File: config.mk
export PLATFORM = sky130hd
export DESIGN_NAME = fifo_rd_ctrl
export DESIGN_NICKNAME = d
export VERILOG_FILES = /design/src/rtl/fifo_pkg.sv /design/src/rtl/fifo_gray2bin.sv /design/src/rtl/fifo_rd_ctrl.sv
export SDC_FILE = /design/constraint.sdc
export NUM_CORES = 1
export LEC_CHECK = 0
export CAP_MARGIN = 20
export CORE_AREA = 2 2 60 45
export CTS_CLUSTER_SIZE = 24
export DETAILED_ROUTE_END_ITERATION = 10
export DIE_AREA = 0 0 62 47
export PLACE_DENSITY_LB_ADDON = 0.08
export SLEW_MARGIN = 20
export SYNTH_ARGS = -nofsm -noshare
export SYNTH_HDL_FRONTEND = slang
export SYNTH_SLANG_ARGS = --single-unit
File: constraint.sdc
create_clock -name rclk -period 5.7 [get_ports rclk]
set_clock_uncertainty 0.2 [all_clocks]
set_input_delay 0.57 -clock rclk [delete_from_list [all_inputs] [get_ports rclk]]
set_output_delay 0.57 -clock rclk [all_outputs]
set_load 0.005 [all_outputs]
File: src/rtl/fifo_pkg.sv
// Shared definitions for the asynchronous FIFO: default geometry and
// Gray/binary pointer conversions used by both read and write controllers.
package fifo_pkg;

   localparam int DATA_WIDTH = 8;
   localparam int ADDR_WIDTH = 3;
   localparam int DEPTH      = 2 ** ADDR_WIDTH;
   localparam int PTR_WIDTH  = ADDR_WIDTH + 1;

   typedef logic [PTR_WIDTH-1:0] ptr_t;

   // Helpers take a 32-bit value so any narrower pointer can be zero-extended in.
   function automatic logic [31:0] bin2gray(input logic [31:0] bin);
      return bin ^ (bin >> 1);
   endfunction

   function automatic logic [31:0] gray2bin(input logic [31:0] gray);
      logic [31:0] bin;
      bin = gray;
      for (int i = 1; i < 32; i++) begin
         bin = bin ^ (gray >> i);
      end
      return bin;
   endfunction

endpackage

File: src/rtl/fifo_gray2bin.sv
// Combinational Gray-to-binary converter for a synchronised FIFO pointer;
// each binary bit is the XOR of all Gray bits at or above it.
module fifo_gray2bin #(
   parameter int WIDTH = fifo_pkg::PTR_WIDTH
) (
   input  logic [WIDTH-1:0] gray_i,
   output logic [WIDTH-1:0] bin_o
);

   always_comb begin
      bin_o = gray_i;
      for (int i = 1; i < WIDTH; i++) begin
         bin_o = bin_o ^ (gray_i >> i);
      end
   end

endmodule

File: src/rtl/fifo_rd_ctrl.sv
// Read-side controller of the asynchronous FIFO: read pointer, empty/level
// flags against the synchronised write pointer, and a FWFT output register.
module fifo_rd_ctrl #(
   parameter int DATA_WIDTH    = fifo_pkg::DATA_WIDTH,
   parameter int ADDR_WIDTH    = fifo_pkg::ADDR_WIDTH,
   parameter int AEMPTY_THRESH = 1
) (
   input  logic                  rclk,
   input  logic                  rrst,
   input  logic [ADDR_WIDTH:0]   rq2_wptr,
   input  logic [DATA_WIDTH-1:0] rdata_mem,
   output logic [ADDR_WIDTH-1:0] raddr,
   output logic [ADDR_WIDTH:0]   rptr,
   output logic                  rempty,
   output logic                  raempty,
   output logic [ADDR_WIDTH:0]   rd_count,
   output logic                  rd_valid,
   input  logic                  rd_ready,
   output logic [DATA_WIDTH-1:0] rd_data
);

   import fifo_pkg::*;

   localparam int PW = ADDR_WIDTH + 1;

   logic [PW-1:0]         rbin_q, rbin_d;
   logic [PW-1:0]         rptr_q, rptr_d;
   logic [PW-1:0]         count_q, count_d;
   logic [PW-1:0]         wbin;
   logic                  rempty_q, rempty_d;
   logic                  raempty_q, raempty_d;
   logic                  valid_q, valid_d;
   logic [DATA_WIDTH-1:0] data_q, data_d;
   logic                  fetch;

   fifo_gray2bin #(
      .WIDTH (PW)
   ) u_wptr_g2b (
      .gray_i (rq2_wptr),
      .bin_o  (wbin)
   );

   // Flags are computed from the post-fetch pointer so that a word taken this
   // edge is already excluded; rempty can only be late, never early.
   always_comb begin
      fetch     = !rempty_q && (!valid_q || rd_ready);
      rbin_d    = rbin_q + PW'(fetch);
      rptr_d    = rbin_d ^ (rbin_d >> 1);
      rempty_d  = (rptr_d == rq2_wptr);
      count_d   = wbin - rbin_d;
      raempty_d = (32'(count_d) <= 32'(AEMPTY_THRESH));
   end

   always_comb begin
      data_d  = data_q;
      valid_d = valid_q;
      if (fetch) begin
         data_d  = rdata_mem;
         valid_d = 1'b1;
      end else if (valid_q && rd_ready) begin
         valid_d = 1'b0;
      end
   end

   always_ff @(posedge rclk or posedge rrst) begin
      if (rrst) begin
         rbin_q    <= '0;
         rptr_q    <= '0;
         count_q   <= '0;
         rempty_q  <= 1'b1;
         raempty_q <= 1'b1;
         valid_q   <= 1'b0;
         data_q    <= '0;
      end else begin
         rbin_q    <= rbin_d;
         rptr_q    <= rptr_d;
         count_q   <= count_d;
         rempty_q  <= rempty_d;
         raempty_q <= raempty_d;
         valid_q   <= valid_d;
         data_q    <= data_d;
      end
   end

   assign raddr    = rbin_q[ADDR_WIDTH-1:0];
   assign rptr     = rptr_q;
   assign rempty   = rempty_q;
   assign raempty  = raempty_q;
   assign rd_count = count_q;
   assign rd_valid = valid_q;
   assign rd_data  = data_q;

endmodule

### Wiring by layer, run 1

The bar under the picture is 20 um long.
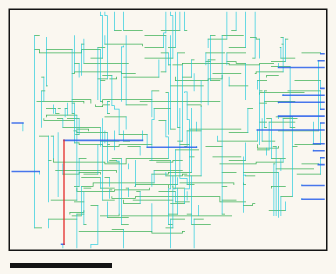
legend:
  M4:
    color: red
    wire_length: 20.4 um
  M2:
    color: cyan
    wire_length: 953 um
  M3:
    color: blue
    wire_length: 98.7 um
  M1:
    color: green
    wire_length: 802 um

### Track usage over the die, run 1

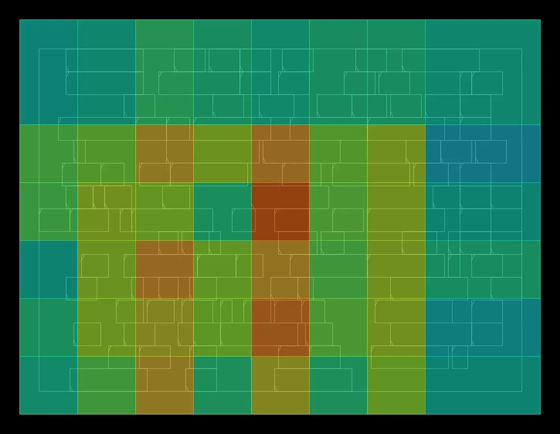
total global-route track usage: 14.52%
routing layer with the top usage in global route: met2
Global Route met1 Usage: 16.90%
met3 usage in global routing: 4.132%
routed wirelength normalized by instance count: 12.74 um

==> impl_metrics.ini, run 1 <==
; flow metrics
[hold_path]
holdPathStages = 1

[pwr]
netSwitchingFraction_pct = 32.59
power_per_cell_area_mw_per_mm2 = 534.5
pwr-share-clk_pct = 14.9

[floorplanning]
die_w_um = 62
core-area_mm2 = 0.002346
io_pins = 37

[clock_tree]
cts_resized = 0

[synth]
share_of_the_synthesized_area_in_the_top_cell_type_pct = 49.38
avgSynthCellArea_um2 = 13.70
synthTopCellsByArea = sky130_fd_sc_hd__dfrtp_1, sky130_fd_sc_hd__mux2_2, sky130_fd_sc_hd__xnor2_1
synthesis.area_mm2 = 0.001013
number_of_enable_flip_flop_cells = 0

[worst_setup_path]
reg2reg_capture_point = raempty
critical_path_depth = 11

[timing]
timing.slew.headroom_pct = 45.05
grt_setup_unrepaired = no
fin_crit_ps = 3259
fin_hold_ws_ps = 314.0

[detailed_routing]
drt.antenna.violating_nets = 0

[global_route]
grt_start_max_net_pins = 23
grt_pass1_wl_um = 2898
number_of_antenna_violations_at_the_first_check_in_global_routing = 0

[flow_run]
tool_warnings = 26

[layout]
nFillCells = 204

[run_status]
run_status = complete, no violations
### Register map, names as in the netlist, run 1

The bar under the picture is 20 um long.
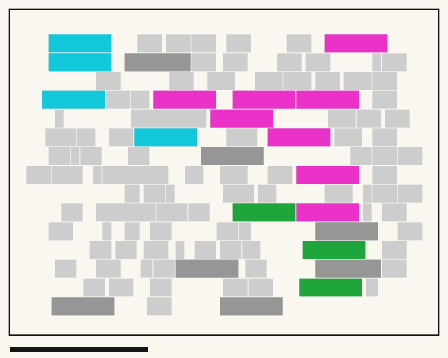
legend:
  `rd_data`:
    color: magenta
    flops: 8
  `rd_count`:
    color: cyan
    flops: 4
    where: upper left
  `rptr`:
    color: green
    flops: 3
not colored: 7
register area: 553.0 um^2
fraction of the core area covered by cells at the end of the flow: 62.45%
sequential cell area share: 37.75%

## run 1: power groups by stage
stage | clock network [mW] | logic, mW | registers, mW
4_1_cts | 0.123 | 0.427 | 0.251
3_5_place_dp | 0 | 0.424 | 0.254
3_3_place_gp | 0 | 0.421 | 0.252
2_1_floorplan | 0 | 0.252 | 0.256
5_1_grt | 0.128 | 0.466 | 0.257
6_report | 0.117 | 0.417 | 0.249
## run 1: state kept, by name, indices dropped and copies added (netlist names)
name,cells
rd_data,8
rbin_q,4
rd_count,4
rptr,3
raempty,1
rd_valid,1
rempty,1
### Logic cells by family, run 1

The bar under the picture is 20 um long.
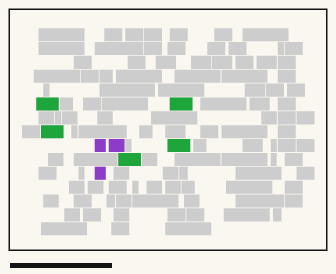

==> run 2: changes to the inputs <==
Settings changed: CORE_AREA 2 2 60 45 to 2 2 62 46, DIE_AREA 0 0 62 47 to 0 0 64 48.
Clock period 5.7 ns to 3 ns, I/O delays scaled along.
### Logic cells by family, run 2

The bar under the picture is 20 um long.
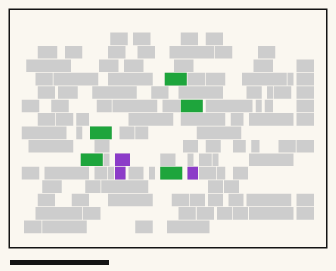
legend:
  fa/ha/maj cells:
    color: green
    cells: 5
    where: center
  and/or cells:
    color: purple
    cells: 3
multi-input logic portion of the cell area: 29.58%
most common cell after layout, fill and taps aside: sky130_fd_sc_hd__clkdlybuf4s50_1

### Zoomed window, run 2

The bar under the picture is 5 um long. Region (22, 24) to (42, 44) um. Cells in gray, sequential cells in the stronger gray; small squares are vias.
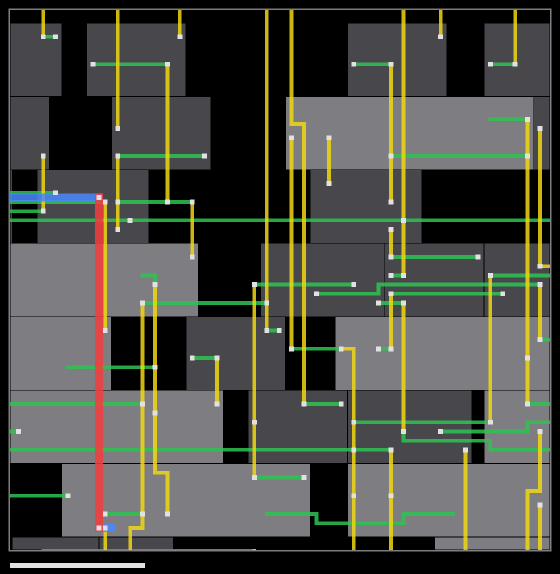
legend:
  M4:
    color: red
  M2:
    color: yellow
  M1:
    color: green
  M3:
    color: blue
cells with their middle in the window: 19
netlist names of flops here include: `rd_data` (3), `rbin_q` (2)
most frequent: clkdlybuf4s50_1 (8), dfrtp_1 (6), mux2_2 (3)
sequential cells in the window: 6

==> impl_metrics.ini, run 2 <==
; flow metrics
[run_status]
run_status = complete, no violations

[clock_tree]
cts_resized = 0

[synth]
avgSynthCellArea_um2 = 13.70
synthTopCellsByArea = sky130_fd_sc_hd__dfrtp_1, sky130_fd_sc_hd__mux2_2, sky130_fd_sc_hd__xnor2_1
number_of_enable_flip_flop_cells = 0
share_of_the_synthesized_area_in_the_top_cell_type_pct = 49.38

[worst_setup_path]
reg2reg_capture_point = raempty

[pwr]
p_seq_mw = 0.475
pg_comb_mw = 0.795
netSwitchingFraction_pct = 34.32
largestPowerGroup = combinational logic
pg_clk_mw = 0.127
power_per_cell_area_mw_per_mm2 = 968.3
pwr-share-clk_pct = 9.1

[floorplanning]
core-area_mm2 = 0.002421
io_pins = 37
die_w_um = 64

[global_route]
grt_pass1_wl_um = 3111
number_of_antenna_violations_at_the_first_check_in_global_routing = 0
grt_start_max_net_pins = 23

[layout]
post-route-util_pct = 59.59
flip_flop_count_of_the_largest_register_all_copies_and_words_added = 8

[timing]
fin_hold_ws_ps = 238.7
fin_crit_ps = 2720
grt_setup_unrepaired = no
timing.slew.headroom_pct = 47.00

[detailed_routing]
wl_per_cell_um = 12.46
run 2: netlist changes by cell type in the layout (fill, tap and decap cells not counted):
cell	before	now
sky130_fd_sc_hd__buf_4	0	1
sky130_fd_sc_hd__bufinv_16	1	0
run 2: cell type report:
type | instances | area, um^2
inverters | 8 | 30.03
clock buffers | 3 | 22.52
fillers | 204 | 978.4
flip-flops and latches | 22 | 553.0
repair buffers | 37 | 367.9
multi-input cells | 43 | 426.7
well taps | 34 | 42.54
run 2: metal layers:
layer | up-vias | GRT usage, % | routed length [um]
met1 | 313 | 17.60 | 834
met5 | - | 0 | 0
met2 | 25 | 23.54 | 848
met3 | 2 | 5.176 | 136
met4 | 0 | 3.913 | 12
li1 | 325 | - | -
No activity file was given, so power comes from the tool's default toggle rates.
